==> src/rtl/fp_mult_sched_pkg.sv <==
// Shared types for the fp_mult_top request scheduler: FSM states, the
// {valid, id} response tag, rounding-mode encoding and multiplier status flags.
package fp_mult_sched_pkg;

  // Widest requester id needed for the largest legal NREQ (8).
  localparam int unsigned ID_W     = 3;
  localparam int unsigned MAX_NREQ = 8;

  typedef enum logic [1:0] {
    IDLE  = 2'd0,
    RUN   = 2'd1,
    DRAIN = 2'd2
  } sched_state_e;

  typedef struct packed {
    logic            valid;
    logic [ID_W-1:0] id;
  } tag_t;

  // Same encoding as the fp_mult_top round input.
  typedef enum logic [2:0] {
    IEEE_near    = 3'd0,
    IEEE_zero    = 3'd1,
    IEEE_pos_inf = 3'd2,
    IEEE_neg_inf = 3'd3,
    near_maj     = 3'd4
  } round_e;

  // fp_mult_top status flag bits; the scheduler passes them through untouched.
  localparam logic [7:0] ST_INVALID   = 8'h01;
  localparam logic [7:0] ST_DIVZERO   = 8'h02;
  localparam logic [7:0] ST_OVERFLOW  = 8'h04;
  localparam logic [7:0] ST_UNDERFLOW = 8'h08;
  localparam logic [7:0] ST_INEXACT   = 8'h10;

endpackage

==> src/rtl/fp_mult_sched_rr_arbiter.sv <==
// Round-robin arbiter: picks the first requester after 'pointer', wrapping
// NREQ-1 -> 0. Purely combinational; the caller owns the pointer register.
module rr_arbiter #(
  parameter int NREQ = 4,
  parameter int IW   = 2
) (
  input  logic [NREQ-1:0] req,
  input  logic [IW-1:0]   pointer,
  output logic [NREQ-1:0] grant,
  output logic [IW-1:0]   grant_idx
);

  // Scan NREQ positions starting one past the pointer; first hit wins.
  always_comb begin
    int          tmp;
    logic [IW-1:0] idx;
    logic        found;
    grant     = '0;
    grant_idx = '0;
    found     = 1'b0;
    tmp       = 0;
    idx       = '0;
    for (int k = 1; k <= NREQ; k++) begin
      tmp = int'(pointer) + k;
      if (tmp >= NREQ) tmp = tmp - NREQ;
      idx = IW'(tmp);
      if (!found && req[idx]) begin
        found      = 1'b1;
        grant[idx] = 1'b1;
        grant_idx  = idx;
      end
    end
  end

endmodule

==> src/rtl/fp_mult_sched.sv <==
// Scheduler sharing one fixed-latency fp_mult_top among NREQ requesters.
// Round-robin issue (one per cycle), a LAT-deep {valid,id} tag pipeline
// routes each result back to its owner, IDLE/RUN/DRAIN FSM gates issue.
// Optional build macro FP_MULT_SCHED_PERF_CNT_EN adds per-requester issue
// counters on output issue_cnt.
//
//   state | meaning
//   IDLE  | no grants, pipeline empty
//   RUN   | grants issued while en=1
//   DRAIN | en dropped, waiting for in-flight results to return
module fp_mult_sched
  import fp_mult_sched_pkg::*;
#(
  parameter int NREQ = 4,
  parameter int LAT  = 2
) (
  input  logic                  clk,
  input  logic                  rst,
  input  logic                  en,
  input  logic [NREQ-1:0]       req_valid,
  input  logic [NREQ-1:0][31:0] req_a,
  input  logic [NREQ-1:0][31:0] req_b,
  input  logic [NREQ-1:0][2:0]  req_round,
  output logic [NREQ-1:0]       req_ready,
  output logic [31:0]           m_a,
  output logic [31:0]           m_b,
  output logic [2:0]            m_round,
  input  logic [31:0]           m_z,
  input  logic [7:0]            m_status,
  output logic [NREQ-1:0]       rsp_valid,
  output logic [31:0]           rsp_z,
  output logic [7:0]            rsp_status,
  output logic                  busy
`ifdef FP_MULT_SCHED_PERF_CNT_EN
  ,
  output logic [NREQ-1:0][31:0] issue_cnt
`endif
);

  localparam int IW = (NREQ > 1) ? $clog2(NREQ) : 1;

  sched_state_e  state_q, state_d;
  logic [IW-1:0] ptr_q, ptr_d;
  tag_t          tag_q [LAT];
  tag_t          tag_d [LAT];

  logic [NREQ-1:0] arb_gnt;
  logic [IW-1:0]   arb_idx;
  logic            grant_en;
  logic            xfer;
  logic            tags_busy;
  logic            rsp_hit;
  tag_t            out_tag;

  rr_arbiter #(
    .NREQ (NREQ),
    .IW   (IW)
  ) u_arb (
    .req       (req_valid),
    .pointer   (ptr_q),
    .grant     (arb_gnt),
    .grant_idx (arb_idx)
  );

  // Grant gating, operand mux to the shared multiplier, zero when idle.
  // rst also blocks issue so nothing is captured in the reset cycle.
  always_comb begin
    grant_en  = (state_q == RUN) && en && !rst;
    req_ready = grant_en ? arb_gnt : '0;
    xfer      = |req_ready;
    m_a       = xfer ? req_a[arb_idx]     : 32'h0;
    m_b       = xfer ? req_b[arb_idx]     : 32'h0;
    m_round   = xfer ? req_round[arb_idx] : 3'h0;
  end

  // Response routing from the tail of the tag pipeline; masked during rst so
  // tags issued before reset never reach a requester.
  always_comb begin
    tags_busy = 1'b0;
    for (int i = 0; i < LAT; i++) tags_busy = tags_busy | tag_q[i].valid;
    out_tag    = tag_q[LAT-1];
    rsp_hit    = out_tag.valid && !rst;
    rsp_valid  = '0;
    for (int i = 0; i < NREQ; i++) rsp_valid[i] = rsp_hit && (out_tag.id == ID_W'(i));
    rsp_z      = rsp_hit ? m_z      : 32'h0;
    rsp_status = rsp_hit ? m_status : 8'h0;
    busy       = (state_q != IDLE) || tags_busy;
  end

  // Next state, pointer and tag shift.
  always_comb begin
    state_d = state_q;
    case (state_q)
      IDLE:    if (en) state_d = RUN;
      RUN:     if (!en) state_d = tags_busy ? DRAIN : IDLE;
      DRAIN: begin
        if (en)              state_d = RUN;
        else if (!tags_busy) state_d = IDLE;
      end
      default: state_d = IDLE;
    endcase

    ptr_d = xfer ? arb_idx : ptr_q;

    tag_d[0].valid = xfer;
    tag_d[0].id    = xfer ? ID_W'(arb_idx) : '0;
    for (int i = 1; i < LAT; i++) tag_d[i] = tag_q[i-1];
  end

  // State, pointer and tag registers; pointer resets to NREQ-1 so requester 0
  // has first priority.
  always_ff @(posedge clk) begin
    if (rst) begin
      state_q <= IDLE;
      ptr_q   <= IW'(NREQ - 1);
      for (int i = 0; i < LAT; i++) tag_q[i] <= '0;
    end else begin
      state_q <= state_d;
      ptr_q   <= ptr_d;
      for (int i = 0; i < LAT; i++) tag_q[i] <= tag_d[i];
    end
  end

`ifdef FP_MULT_SCHED_PERF_CNT_EN
  logic [NREQ-1:0][31:0] cnt_q, cnt_d;

  // Per-requester transfer counters, wrapping naturally at 2^32.
  always_comb begin
    cnt_d = cnt_q;
    for (int i = 0; i < NREQ; i++) begin
      if (req_ready[i] && req_valid[i]) cnt_d[i] = cnt_q[i] + 32'd1;
    end
  end

  // Counter registers.
  always_ff @(posedge clk) begin
    if (rst) cnt_q <= '0;
    else     cnt_q <= cnt_d;
  end

  assign issue_cnt = cnt_q;
`endif

endmodule

==> config.mk <==
export PLATFORM = sky130hd
export DESIGN_NAME = fp_mult_sched
export DESIGN_NICKNAME = d
export VERILOG_FILES = /design/src/rtl/fp_mult_sched_pkg.sv /design/src/rtl/fp_mult_sched_rr_arbiter.sv /design/src/rtl/fp_mult_sched.sv
export SDC_FILE = /design/constraint.sdc
export NUM_CORES = 1
export LEC_CHECK = 0
export ABC_AREA = 1
export CAP_MARGIN = 10
export CORE_AREA = 2 2 169 171
export CTS_BUF_LIST = sky130_fd_sc_hd__clkbuf_16
export DETAILED_ROUTE_END_ITERATION = 16
export DIE_AREA = 0 0 171 173
export GPL_TIMING_DRIVEN = 0
export PLACE_DENSITY = 0.58
export SKIP_LAST_GASP = 1
export SYNTH_ARGS = -nofsm -noshare
export SYNTH_HDL_FRONTEND = slang
export SYNTH_HIERARCHICAL = 1
export SYNTH_SLANG_ARGS = --single-unit
==> constraint.sdc <==
create_clock -name clk -period 7 [get_ports clk]
set_input_delay 0.7 -clock clk [delete_from_list [all_inputs] [get_ports clk]]
set_output_delay 0.7 -clock clk [all_outputs]
set_load 0.01 [all_outputs]
Run 1, PDN straps and rails:
Bar = 50 um. Pins as bars on the die edge.
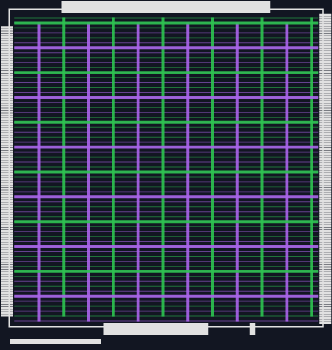
net	colour
VDD	green
VSS	purple
met4 straps	12
signal pins	431
rows	61
Die Wd: 171 um
die height: 173 um
Worst VDD drop: 0.140 mV
Core ar.: 27600 sq um

Run 1, cells coloured by class:
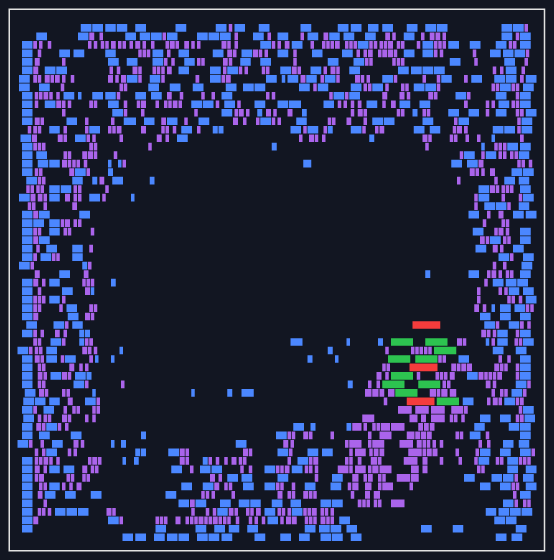
class	colour	cells	share of their area
clock-net drivers	red	3	0.90%
registers	green	10	2.4%
remaining logic cells	purple	809	41%
remaining buffers and delay cells	blue	485	55%
Rows: 61
sequential share of cell area: 2.28%

Run 1, clock network drawn from the DEF:
Bar = 50 um.
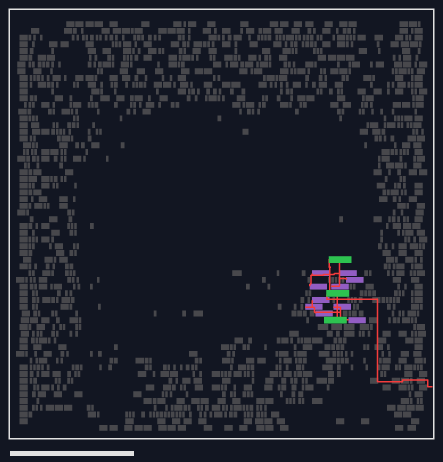
[clock-net drivers] green | count: 3
[clock wires] red | length: 182 um
[flip-flops] purple | count: 10
routed clock nets	4
Clock Skews: 0.00169 ns
part of the power in the clock network: 3.2%
Late-Pin Clk Latency: 0.23 ns
Clock Power: 96.3 uW

==> results.py, run 1 <==
# Flow results
metrics = {
    "run_status": {
        "status": "complete, no violations",
    },
    "route": {
        "drt_iter0_markers": 247,
        "routed_wl_um": 25500,
        "via_per_inst": 4.03,
        "vias": 6790,
        "drt_pass1_iterations": 4,
        "ant_nets": 0,
    },
    "grt": {
        "grt_pass1_wl_um": 37000,
        "overflow": 0,
        "grt_max_degree": 13,
        "grt_pass1_vias": 6670,
    },
    "place": {
        "dp_hpwl_um": 21100,
        "place_congestion": 0.852,
    },
    "synth": {
        "synth_seq_share_pct": 5.10,
        "synth_nets": 1197,
        "synth_stat.cells": 874,
        "post-synth-top-area-fraction_pct": 37.0,
        "synth_area_per_cell_sq_um": 4.49,
        "top_area_cell": "nor2_1",
        "ys_ff": 10,
    },
    "sta": {
        "tightest_slew_ns": 0.859,
        "period_needed_ns": 4.98,
        "fmax_ghz": 0.201,
        "rsz0062_at_grt": "false",
        "finalSetupViolations": 0,
        "timing.final.hold_violations": 0,
        "hold_ws_ns": 0.403,
        "max_slew_margin_pct": 42.8,
        "fin_tns_setup_ns": 0,
    },
    "worst_setup_path": {
        "worst-setup-path-type": "flop to primary output",
        "crit_chain": "inv_2 -> ha_1 -> inv_1 -> nand2_4 -> nand2_4 -> clkinv_4 -> nand2_1 -> nor2_1 -> a21oi_2 -> buf_2 -> inv_2 -> clkbuf_1 -> o21ai_0 -> nand2_1 -> inv_1 -> nor2_1 -> clkdlybuf4s50_1",
        "cpMaxStageDelayCell": "clkbuf_1",
        "crit_family": "buffers and inverters",
        "critPathMaxFanout": 12,
        "cp-start-kind": "flop",
        "r2r_cells": 13,
        "cp_num_buf_inv": 8,
    },
    "clock_tree": {
        "clockRootBuffer": "clkbuf_16",
        "cts.sinks": 10,
        "clk_pin_slew_worst_paths_ns": 0.04,
    },
    "job": {
        "warning_count": 33,
    },
    "floorplanning": {
        "ios": 431,
        "die_area_sq_um": 29600,
        "fp_util_pct": 14.2,
    },
    "min_path": {
        "hold_path.class": "flop to flop",
    },
    "cells_and_area": {
        "n_antenna_cell": 0,
    },
}
run 1: placed cells by master, fill, tap and decap left out, types with 11 or more instances in the layout:
| master | synthesis | layout |
|---|---|---|
| o21ai_0 | 63 | 63 |
| nand2_1 | 95 | 95 |
| clkdlybuf4s50_1 | 0 | 430 |
| nand3_1 | 14 | 14 |
| inv_1 | 115 | 115 |
| clkinv_1 | 11 | 11 |
| nor2_1 | 387 | 387 |
| o21ai_1 | 72 | 72 |
| clkbuf_1 | 16 | 16 |
| buf_2 | 31 | 31 |
run 1: cells in the mapped netlist:
library cell and number:
o21ai_1 72, nand3_1 14, nand2_1 95, inv_1 115
a21oi_2 1, nand3_2 4, ha_1 8, nor2_4 3
nor2_1 387, dfxtp_1 10, nand2_4 3, nand2_2 6
buf_4 1, clkinv_4 1, a21oi_1 4, nor2_2 1
or2_2 2, nor4_1 1, inv_2 6, clkinv_1 11
buf_2 31, and2_1 1, nor3_1 4, buf_6 4
buf_1 3, o211ai_2 2, a21boi_0 4, o21ai_0 63
clkbuf_1 16, a31oi_1 1
run 1: kinds of logic (layout without fill, tap and decap cells):
logic type | count (synthesis) | count (layout) | share of synthesized area, %
AOI/OAI and AO/OA | 147 | 147 | 19.5
adders and majority gates | 8 | 8 | 2.55
buffers and inverters | 188 | 621 | 20.0
DFF | 10 | 10 | 5.10
and+or+nand+nor | 521 | 521 | 52.9
run 1: flip-flops by register name (all words and copies together), names as in the netlist:
register / flops
tag_q: 6
ptr_q: 2
state_q: 2
run 1: cell type report:
class                      instances  area [sq um]
multi-input combinational        676          2940
timing repair buffer             430          4300
fill                            3185         18900
tap                              378           473
clock buffer                       3          75.1
buffer                            55           279
sequential                        10           200
inverter                         133           504
run 1: metal layers:
metal	up-vias	wire, um	global-route usage, %
li1	3490	-	-
met1	2938	10300	18.5
met2	321	12600	30.5
met3	41	2070	2.88
met4	0	593	4.06
met5	-	0	0
run 1: through the flow:
step | total power [uW] | cells | cell area (sq um) | setup WS (ns)
after floorplan | 1930 | 874 | 3930 | 3.82
after global placement | 2960 | 1682 | 8700 | 2.06
after detailed placement | 2970 | 1682 | 8700 | 2.06
after CTS | 3080 | 1685 | 8780 | 1.91
after global routing | 3450 | 1685 | 8780 | 1.74
final | 3040 | 1685 | 8780 | 2.02
run 1: worst paths after layout:
check,start,to,slack [ns]
max,ptr_q[0],m_a[1],2.02
min,tag_q[0][0],tag_q[0][4],0.40
min reg2reg,tag_q[0][0],tag_q[0][4],0.40
max reg2reg,ptr_q[0],ptr_q[1],3.93
run 1: tightest hold or removal path, cell delays in order, from the launching register on:
cell	delay, ns
dfxtp_1	0.29
inv_1	0.04
nor2_1	0.03
run 1: power breakdown:
part	internal (uW)	switching [uW]	total, uW
sequential	64.5	12.7	77.1
combinational	1040	1830	2870
clock	73.7	22.6	96.3
==> inputs of run 2 (changes only) <==
--- a/config.mk
+++ b/config.mk
@@ -12,7 +12,7 @@
 export DETAILED_ROUTE_END_ITERATION = 16
 export DIE_AREA = 0 0 171 173
 export GPL_TIMING_DRIVEN = 0
-export PLACE_DENSITY = 0.58
+export PLACE_DENSITY = 0.59
 export SKIP_LAST_GASP = 1
 export SYNTH_ARGS = -nofsm -noshare
 export SYNTH_HDL_FRONTEND = slang
==> constraint.sdc (replaced) <==
create_clock -name clk -period 4.5 [get_ports clk]
set_input_delay 0.45 -clock clk [delete_from_list [all_inputs] [get_ports clk]]
set_output_delay 0.45 -clock clk [all_outputs]
set_load 0.01 [all_outputs]
Run 2, PDN straps and rails:
Bar = 50 um. Pins as bars on the die edge.
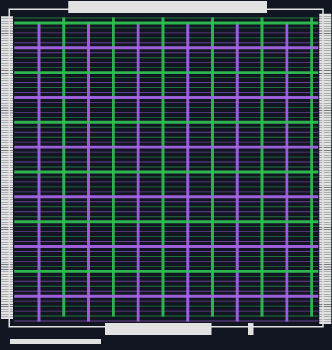
net	colour
VDD	green
VSS	purple
met4 straps	12
met1 rails	62
Worst VDD drop: 0.319 mV

==> run 2 against run 1 <==
- sequential share of layout area about the same
- worst hold slack worse by 0.0062 ns
- wire length down 1.0%
- sequential cell count unchanged
- critical path depth unchanged
- first-iteration DRC count down 14%
- final cell count about the same
- largest cell class unchanged
- synthesized cell count unchanged
- highest routed layer unchanged
- register-to-register slack worse by 2.2 ns
- global-route usage down 0.20 points
- total power up 58%
==> results.py, run 2 <==
# Flow results
metrics = {
    "run_status": {
        "status": "complete, no violations",
    },
    "worst_setup_path": {
        "crit_path_start": "ptr_q[0]",
        "worst-setup-path-type": "flop to primary output",
        "endpoint": "m_a[27]",
        "r2r_cells": 13,
        "cp-start-kind": "flop",
        "rr_endpoint": "ptr_q[1]",
    },
    "place": {
        "placed_cells": 1682,
    },
    "cells_and_area": {
        "n_antenna_cell": 0,
        "largestRegisters": "tag_q: 6 flops, ptr_q: 2 flops, state_q: 2 flops",
        "lay_top_count": "clkdlybuf4s50_1",
        "largest_reg_flops": 6,
        "largest-register": "tag_q",
    },
    "synth": {
        "synth_stat.cells": 874,
        "synth_nets": 1197,
        "synth_seq_share_pct": 5.10,
        "synthMostInstantiatedCell": "nor2_1",
    },
    "clock_tree": {
        "clock_latency_ns": 0.24,
        "clk_pin_slew_worst_paths_ns": 0.04,
    },
    "sta": {
        "fmax_ghz": 0.236,
        "tightest_slew_ns": 0.534,
        "rsz0062_at_grt": "false",
        "hold_ws_ns": 0.397,
        "layout_setup_ws_ns": 0.260,
    },
    "floorplanning": {
        "core_sq_um": 27600,
        "ios": 431,
        "die_width_um": 171,
        "fp_util_pct": 14.2,
    },
    "grt": {
        "overflow": 0,
        "grt_max_degree": 13,
        "grt_pass1_vias": 6645,
        "grt_pass1_wl_um": 36300,
    },
    "power_and_ir_drop": {
        "power_uw": 4800,
    },
}
[run 2: cell counts after synthesis]
Identical to the previous run, type by type.
[run 2: critical path: stages, from the launching register on]
cell and delay, ns:
dfxtp_2 0.45, inv_2 0.16, ha_1 0.36, inv_1 0.11
nand2_4 0.12, nand2_4 0.07, clkinv_4 0.07, nand2_1 0.04
nor2_1 0.13, a21oi_2 0.04, buf_2 0.21, inv_2 0.22
clkbuf_1 0.44, o21ai_0 0.28, nand2_1 0.12, inv_1 0.05
nor2_1 0.11, clkdlybuf4s50_1 0.55
[run 2: final cells by class]
| cell class | count | area (sq um) | share of cell area [%] |
|---|---|---|---|
| Sequential cell | 10 | 203 | 2.30 |
| Inverter | 133 | 504 | 5.73 |
| Buffer | 55 | 293 | 3.33 |
| Multi-Input combinational cell | 676 | 2950 | 33.5 |
| Clock buffer | 3 | 75.1 | 0.853 |
| Timing Repair Buffer | 430 | 4300 | 48.9 |
| Clock inverter | 1 | 3.75 | 0.0426 |
| Tap cell | 378 | 473 | 5.37 |
[run 2: power breakdown]
group | internal, uW | switching (uW)
sequential | 101 | 19.1
combinational | 1640 | 2880
clock | 117 | 44.3
total | 1860 | 2940
[run 2: cell families (layout without fill, tap and decap cells)]
family	Yosys count	after routing	share of synthesized area, %
compound gates	147	147	19.5
buf+inv	188	622	20.0
simple gates	521	521	52.9
flops	10	10	5.10
fa+ha+maj	8	8	2.55
[run 2: metrics by stage]
stage | TNS [ns] | cell area (sq um)
3_3_place_gp | -0.0437 | 8700
5_1_grt | 0 | 8800
6_report | 0 | 8800
2_1_floorplan | 0 | 3930
4_1_cts | -0.0261 | 8790
3_5_place_dp | -0.0951 | 8700
[run 2: what timing repair did]
action	in CTS	in global routing
setup endpoints to repair	23	63
gates cloned	0	0
gates resized	6	7
pin swaps	0	0
[run 2: worst min path at each step]
stage	start	slack [ns]	end	cells past startpoint
final	tag_q[0][0]	0.40	tag_q[0][4]	2
after global routing	tag_q[0][0]	0.41	tag_q[0][4]	2
after CTS	tag_q[0][0]	0.40	tag_q[0][4]	2
after detailed placement	tag_q[0][0]	0.39	tag_q[0][4]	2
after global placement	tag_q[0][0]	0.39	tag_q[0][4]	2
after floorplan	tag_q[0][0]	0.39	tag_q[0][4]	2
[run 2: layer usage]
metal | GRT usage, % | share of wire [%] | wire length (um)
met4 | 3.14 | 1.6 | 406
met5 | 0 | 0 | 0
met3 | 2.84 | 7.7 | 1940
met1 | 16.8 | 38 | 9680
met2 | 32.3 | 52 | 13300
==> inputs of run 3 (changes only) <==
--- a/config.mk
+++ b/config.mk
@@ -12,7 +12,7 @@
 export DETAILED_ROUTE_END_ITERATION = 16
 export DIE_AREA = 0 0 171 173
 export GPL_TIMING_DRIVEN = 0
-export PLACE_DENSITY = 0.59
+export PLACE_DENSITY = 0.55
 export SKIP_LAST_GASP = 1
 export SYNTH_ARGS = -nofsm -noshare
 export SYNTH_HDL_FRONTEND = slang
Run 3, PDN straps and rails:
Bar = 50 um. Pins as bars on the die edge.
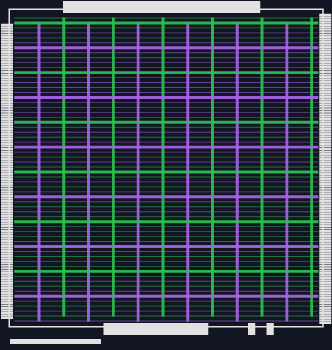
net	colour
VSS	purple
VDD	green
rows	61
signal pins	431
met1 rails	62
met4 straps	12
Worst VDD drop: 0.226 mV

==> run 3 against run 2 <==
- final cell count grew 0.24%
- sequential share of layout area is essentially flat
- critical path depth grew 1
==> results.py, run 3 <==
# Flow results
metrics = {
    "run_status": {
        "status": "complete, no violations",
    },
    "synth": {
        "synth_seq_share_pct": 5.10,
        "synth_area_per_cell_sq_um": 4.49,
        "flop_cell": "dfxtp_1",
        "post-synth-top-area-fraction_pct": 37.0,
        "ys_ff": 10,
        "synthMostInstantiatedCell": "nor2_1",
        "synth_stat.cells": 874,
    },
    "sta": {
        "period_needed_ns": 4.15,
        "fmax_ghz": 0.241,
        "max_slew_margin_pct": 59.7,
        "rsz0062_at_grt": "false",
        "tightest_slew_ns": 0.605,
    },
    "floorplanning": {
        "ios": 431,
        "die_width_um": 171,
        "rows": 61,
        "fp_util_pct": 14.2,
        "core_sq_um": 27600,
        "die_area_sq_um": 29600,
        "die_h_um": 173,
    },
    "grt": {
        "grt_max_degree": 13,
        "overflow": 0,
        "grt_pass1_wl_um": 37300,
        "grt_pass1_vias": 6725,
    },
    "clock_tree": {
        "cts.sinks": 10,
        "clockRootBuffer": "clkbuf_16",
        "clk_pin_slew_worst_paths_ns": 0.04,
        "clock_latency_ns": 0.23,
    },
    "worst_setup_path": {
        "cp-start-kind": "flop",
        "worst-setup-path-type": "flop to primary output",
        "critPathMaxFanout": 10,
    },
    "cells_and_area": {
        "register_area_sq_um": 208,
        "layout_top_cells": "430 x clkdlybuf4s50_1, 387 x nor2_1, 114 x inv_1, 95 x nand2_1, 72 x o21ai_1",
        "multiInputGateArea_sq_um": 2940,
        "design_area_sq_um": 8830,
    },
    "route": {
        "drt_pass1_iterations": 5,
        "routed_wl_um": 25700,
    },
}
==> run 3: cell types whose count changed in the layout (fill, tap and decap cells not counted), moves of 2 or more <==
cell     delta
dfxtp_2     -2
buf_4       +2
dfxtp_4     +2
o21ai_0     +2
==> run 3: final timing paths <==
kind	startpoint	to	slack [ns]	cells after the start
worst min register to register	tag_q[0][0]	tag_q[0][4]	0.40	2
worst max register to register	ptr_q[1]	ptr_q[1]	1.73	13
worst min-delay path	tag_q[0][0]	tag_q[0][4]	0.40	2
worst max-delay path	ptr_q[1]	m_b[26]	0.35	18
==> run 3: final cells by class <==
class | count | area share, %
Multi-Input combinational cell | 676 | 33.3
Antenna cell | 1 | 0.0283
Buffer | 55 | 3.29
Tap cell | 378 | 5.36
Sequential cell | 10 | 2.35
Clock buffer | 3 | 0.850
Clock inverter | 1 | 0.0425
Inverter | 133 | 5.75
Timing Repair Buffer | 433 | 49.0
==> run 3: routing by layer <==
metal  track usage (%)  up-vias  routed length (um)
met5                 0        -                   0
met2              30.9      311               12900
met4              4.63        0                 635
met1              18.3     2929               10100
met3              2.95       34                2050
li1                  -     3497                   -
==> run 3: what timing repair did <==
action                                  in CTS  in global routing
setup buffers                                0                  3
resized                                      6                  5
endpoints found under the setup margin      40                 63
pin swaps                                    0                  0
==> run 3: kinds of logic after synthesis <==
family / after synthesis / synth area share (%)
buffers and inverters: 188 / 20.0
and+or+nand+nor: 521 / 52.9
DFF: 10 / 5.10
adders and majority gates: 8 / 2.55
AOI/OAI and AO/OA: 147 / 19.5
==> run 3: power breakdown <==
part	switching (uW)	leakage, uW	internal [uW]	total [uW]
clock	41.1	0.0000385	116	158
sequential	21.5	0.0000812	103	125
combinational	2810	0.00387	1640	4460
==> run 3: through the flow <==
step           power [uW]  std cells  worst slack (ns)
2_1_floorplan        3000        874              1.57
3_3_place_gp         4590       1682            0.0898
3_5_place_dp         4620       1682            0.0646
4_1_cts              4810       1686            0.0694
5_1_grt              5370       1690           0.00842
6_report             4740       1690             0.347
==> run 3: critical path: stages (launching register included) <==
cell and delay (ns):
dfxtp_4 0.41, clkinvlp_4 0.16, ha_1 0.35, inv_1 0.11
nand2_1 0.09, nand2_2 0.06, nor2_4 0.18, nand3_1 0.09
nand3_1 0.18, buf_2 0.22, inv_2 0.09, buf_2 0.22
buf_2 0.24, nor2_1 0.15, o21ai_1 0.07, nand2_1 0.06
inv_1 0.04, nor2_1 0.15, clkdlybuf4s50_1 0.57
No activity file was given, so power comes from the tool's default toggle rates.
